final_placement.png
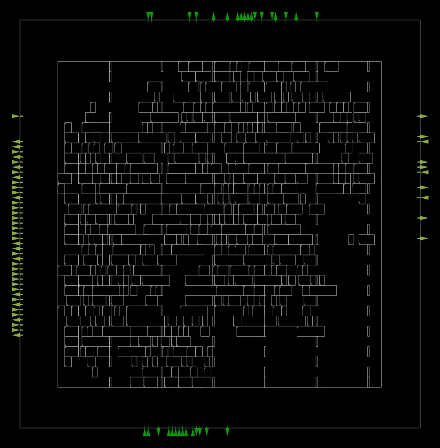
cell_classes.png
Bar = 20 um. Fill, decap, tap and diode cells in grey.
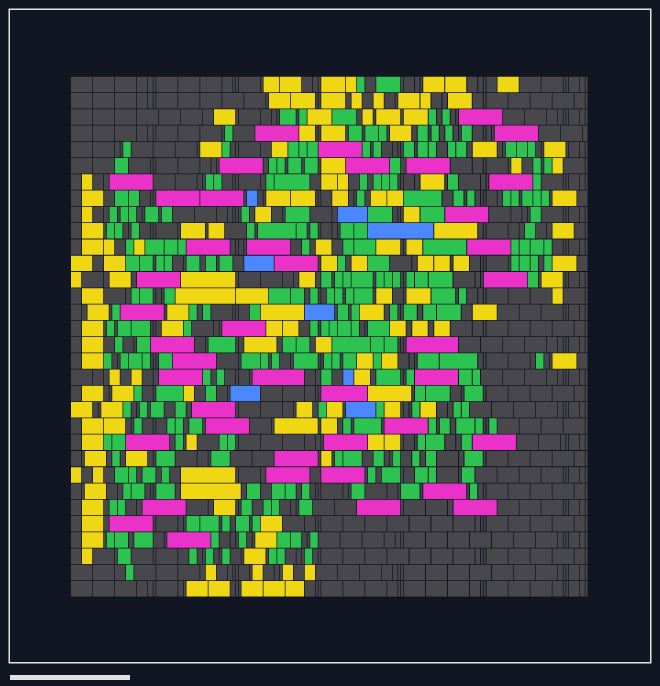
==> config.mk <==
export PLATFORM = sky130hd
export DESIGN_NAME = mem_ctl_arbiter
export DESIGN_NICKNAME = d
export VERILOG_FILES = /design/src/rtl/mem_ctl_arbiter.sv
export SDC_FILE = /design/constraint.sdc
export NUM_CORES = 1
export LEC_CHECK = 0
export ABC_AREA = 1
export CAP_MARGIN = 20
export CORE_AREA = 10 10 97 99
export CTS_CLUSTER_SIZE = 10
export DETAILED_ROUTE_END_ITERATION = 10
export DIE_AREA = 0 0 107 109
export HOLD_SLACK_MARGIN = 0.06
export SLEW_MARGIN = 20
export SYNTH_ARGS = -nofsm -noshare
export SYNTH_HDL_FRONTEND = slang
export SYNTH_SLANG_ARGS = --single-unit
==> constraint.sdc <==
create_clock -name clk -period 1.7 [get_ports clk]
set_clock_uncertainty 0.1 [all_clocks]
set_input_delay 0.34 -clock clk [delete_from_list [all_inputs] [get_ports clk]]
set_output_delay 0.34 -clock clk [all_outputs]
set_load 0.005 [all_outputs]
==> src/rtl/mem_ctl_arbiter.sv <==
// Round-robin front end that shares one four-phase memory controller between two
// requesters, with 2-flop synchronizers on the controller's self-timed lines and a watchdog.
module mem_ctl_arbiter #(
  parameter int ADDR_W      = 8,
  parameter int DATA_W      = 8,
  parameter int TIMEOUT_CYC = 255
) (
  input  logic              clk,
  input  logic              rst,
  input  logic              req0_valid,
  output logic              req0_ready,
  input  logic              req0_wen,
  input  logic [ADDR_W-1:0] req0_addr,
  input  logic [DATA_W-1:0] req0_wdata,
  output logic              rsp0_valid,
  output logic              rsp0_err,
  input  logic              req1_valid,
  output logic              req1_ready,
  input  logic              req1_wen,
  input  logic [ADDR_W-1:0] req1_addr,
  input  logic [DATA_W-1:0] req1_wdata,
  output logic              rsp1_valid,
  output logic              rsp1_err,
  output logic [DATA_W-1:0] rsp_rdata,
  output logic              mc_din_valid,
  output logic              mc_wen,
  output logic [ADDR_W-1:0] mc_addr,
  output logic [DATA_W-1:0] mc_wdata,
  input  logic              mc_din_ack,
  input  logic              mc_dout_valid,
  input  logic [DATA_W-1:0] mc_rdata,
  output logic              mc_dout_ack,
  output logic              busy
);

  localparam int CNT_W = $clog2(TIMEOUT_CYC + 1);

  typedef enum logic [2:0] {
    IDLE, ISSUE, RELEASE, WAIT_RD, RD_ACK, DONE, ERR, ERR_RSP
  } state_e;

  state_e            state_q, state_d;
  logic [CNT_W-1:0]  cnt_q, cnt_d;
  logic              ack_s1_q, ack_s_q, dv_s1_q, dv_s_q;
  logic              last_grant_q, last_grant_d;
  logic              port_q, port_d;
  logic              wen_q, wen_d;
  logic [ADDR_W-1:0] addr_q, addr_d;
  logic [DATA_W-1:0] wdata_q, wdata_d;
  logic [DATA_W-1:0] rdata_q, rdata_d;
  logic              can_grant, grant0, grant1, expired, wd_state, drive_mc;

  always_ff @(posedge clk) begin
    if (!rst) begin
      ack_s1_q <= 1'b0;
      ack_s_q  <= 1'b0;
      dv_s1_q  <= 1'b0;
      dv_s_q   <= 1'b0;
    end else begin
      ack_s1_q <= mc_din_ack;
      ack_s_q  <= ack_s1_q;
      dv_s1_q  <= mc_dout_valid;
      dv_s_q   <= dv_s1_q;
    end
  end

  // last_grant resets to 1 so that port 0 wins the first tie
  always_ff @(posedge clk) begin
    if (!rst) begin
      state_q      <= IDLE;
      cnt_q        <= '0;
      last_grant_q <= 1'b1;
      port_q       <= 1'b0;
      wen_q        <= 1'b0;
      addr_q       <= '0;
      wdata_q      <= '0;
      rdata_q      <= '0;
    end else begin
      state_q      <= state_d;
      cnt_q        <= cnt_d;
      last_grant_q <= last_grant_d;
      port_q       <= port_d;
      wen_q        <= wen_d;
      addr_q       <= addr_d;
      wdata_q      <= wdata_d;
      rdata_q      <= rdata_d;
    end
  end

  always_comb begin
    can_grant    = rst && (state_q == IDLE) && !ack_s_q && !dv_s_q;
    grant0       = can_grant && req0_valid && (!req1_valid || last_grant_q);
    grant1       = can_grant && req1_valid && (!req0_valid || !last_grant_q);
    expired      = (cnt_q == CNT_W'(TIMEOUT_CYC));
    state_d      = state_q;
    last_grant_d = last_grant_q;
    port_d       = port_q;
    wen_d        = wen_q;
    addr_d       = addr_q;
    wdata_d      = wdata_q;
    rdata_d      = rdata_q;
    req0_ready   = grant0;
    req1_ready   = grant1;
    mc_din_valid = 1'b0;
    mc_dout_ack  = 1'b0;
    rsp0_valid   = 1'b0;
    rsp0_err     = 1'b0;
    rsp1_valid   = 1'b0;
    rsp1_err     = 1'b0;

    // In every waiting state the normal exit is tested before expiry, so it wins a tie
    case (state_q)
      IDLE: begin
        if (grant0) begin
          port_d       = 1'b0;
          last_grant_d = 1'b0;
          wen_d        = req0_wen;
          addr_d       = req0_addr;
          wdata_d      = req0_wdata;
          state_d      = ISSUE;
        end else if (grant1) begin
          port_d       = 1'b1;
          last_grant_d = 1'b1;
          wen_d        = req1_wen;
          addr_d       = req1_addr;
          wdata_d      = req1_wdata;
          state_d      = ISSUE;
        end
      end
      ISSUE: begin
        mc_din_valid = 1'b1;
        if (ack_s_q)      state_d = RELEASE;
        else if (expired) state_d = ERR;
      end
      RELEASE: begin
        if (!ack_s_q)     state_d = wen_q ? DONE : WAIT_RD;
        else if (expired) state_d = ERR;
      end
      WAIT_RD: begin
        if (dv_s_q) begin
          rdata_d = mc_rdata;
          state_d = RD_ACK;
        end else if (expired) begin
          state_d = ERR;
        end
      end
      RD_ACK: begin
        mc_dout_ack = 1'b1;
        if (!dv_s_q)      state_d = DONE;
        else if (expired) state_d = ERR;
      end
      DONE: begin
        rsp0_valid = !port_q;
        rsp1_valid = port_q;
        state_d    = IDLE;
      end
      ERR: begin
        if (!ack_s_q && !dv_s_q) state_d = ERR_RSP;
      end
      ERR_RSP: begin
        rsp0_valid = !port_q;
        rsp0_err   = !port_q;
        rsp1_valid = port_q;
        rsp1_err   = port_q;
        state_d    = IDLE;
      end
      default: state_d = IDLE;
    endcase

    wd_state = (state_d == ISSUE) || (state_d == RELEASE) ||
               (state_d == WAIT_RD) || (state_d == RD_ACK);
    cnt_d    = (wd_state && (state_d == state_q)) ? cnt_q + CNT_W'(1) : '0;
  end

  assign drive_mc  = (state_q == ISSUE) || (state_q == RELEASE);
  assign mc_wen    = drive_mc ? wen_q : 1'b0;
  assign mc_addr   = drive_mc ? addr_q : '0;
  assign mc_wdata  = drive_mc ? wdata_q : '0;
  assign rsp_rdata = (state_q == ERR_RSP) ? '0 : rdata_q;
  assign busy      = (state_q != IDLE);

endmodule

==> flow_metrics.tcl <==
# place-and-route summary
set metrics [dict create \
    initCoreUtil_pct 29.4 \
    coreArea_mm2 0.00753 \
    maxSlewHeadroom_pct 80.6 \
    io_buffer_count 81 \
    inverters 55 \
    hold-path-cell-count 2 \
    status "finished, violations left" \
    via_per_inst 4.43 \
    fin_hold_ws_ns 0.318 \
    synthTopLogicFamily "simple AND/OR/NAND/NOR gates" \
    ys.flop_type "dfxtp_1" \
    ys_async_sr_fraction_pct 0 \
    ioPinCount 82 \
    cellLeakagePower_nw 1.79 \
    yosys_cells 325 \
    cap_viol_max_count 0 \
    signal_buffers 139 \
    nClkBuffers 5 \
    required_ns 1.26 \
    yosys_warnings 0 \
    syn2layout_area_growth_pct 75.9 \
    clock_latency_ns 0.29 \
    area.sequential_um2 850 \
    synthCells 325 \
    total_power_mw 2.44 \
    wl_mm 7.52 \
    simple_gate_share_pct 31.4 \
    netlist_area_mm2 0.00221 \
    use_met2_pct 23.3 \
    cts_tree "done" \
    grt_util_met1_pct 13.6 \
    irDropWorstVdd_mv 0.313 \
    tightest_slew_ns 0.288 \
    seq-power_mw 1.06 \
    grt_pass1_wl_mm 12.3 \
    antenna_found_initial 0 \
    p_int_mw 1.79 \
    largest_class "non-clock buffers" \
    post-route-util_pct 51.6 \
    grt_pass1_vias 2622 \
    syn_nets 374 \
    antenna_cells 0 \
    clockRootBuffer "clkbuf_8" \
    power_density_mw_per_mm2 627 \
    swShare_pct 26.4 \
    rows 32 \
    ys_types 34 \
    cp-endpoint "req0_ready" \
    syn_avg_cell_area_um2 6.80 \
    comb_cells 213 \
    dieWidth_um 107 \
    top_cell "nand2_1" \
    layout_min_cycle_time_ns 1.92 \
    buf_share_pct 33.8 \
    common_cells "nand2_1, inv_1, dfxtp_1" \
    comb-power_uw 587 \
    cp.arrival_ns 1.48 \
    synth-xor-area-share_pct 2.38 \
    finalHoldViolations 0 \
    drv_slew 0 \
    die_area_mm2 0.0117 \
    final_cell_count_no_fill 559 \
    cts_buffers 5 \
    reg2reg_slack_ns -0.13 \
    cp_max_fo 8 \
    seqPwrFrac_pct 43.7 \
    hold_end "ack_s_q$_SDFF_PN0_" \
    wl_per_cell_um 13.5 \
    synthAoiAreaFrac_pct 13.1 \
    wl_met3_um 522 \
    fin_setup_tns_ns -7.11 \
    edf_count 0 \
    p_switching_uw 642 \
    hp-class "reg2reg" \
    final-clk-cell-share_pct 2.80 \
    setup_viol 59 \
    drive_gt1_share_pct 38.5 \
    final_area_mm2 0.00389 \
    crit_start "state_q[1]$_SDFF_PN0_" \
    drtIter0Drc 68 \
    drc 0 \
    die_h_um 109 \
    setup_ws_ns -0.222 \
    violations "negative setup slack" \
]
Notes on final_placement.png above:
Fill cells: 755
Seq/total area: 21.9%

Notes on cell_classes.png above:
[green] all other logic | cells: 268 | share of their area: 40%
[magenta] flip-flops | cells: 42 | share of their area: 23%
[yellow] other buffers and delay cells | cells: 139 | share of their area: 35%
[blue] clock drivers and dummy loads | cells: 8 | share of their area: 2.9%

-- state kept, by name (all words and copies together) (netlist names) --
signal,count
wdata_q,8
ack_s1_q,1
cnt_q,8
dv_s_q,1
ack_s_q,1
rdata_q,8
port_q,1
addr_q,8
last_grant_q,1
dv_s1_q,1
wen_q,1
state_q,3
-- repair_timing --
item | 4_1_cts | 5_1_grt
hold buffers | 0 | 0
setup buffers | 19 | 3
pin swaps | 13 | 13
gates cloned | 3 | 2
endpoints found under the setup margin | 59 | 64
gates resized | 209 | 40
-- critical path, stage by stage, from the launching register on --
cell and delay (ns):
dfxtp_2 0.35, buf_12 0.15, nor2_4 0.15, nand2_4 0.08, nor2_4 0.13, buf_6 0.12, nand3_4 0.07, inv_4 0.06
buf_6 0.09
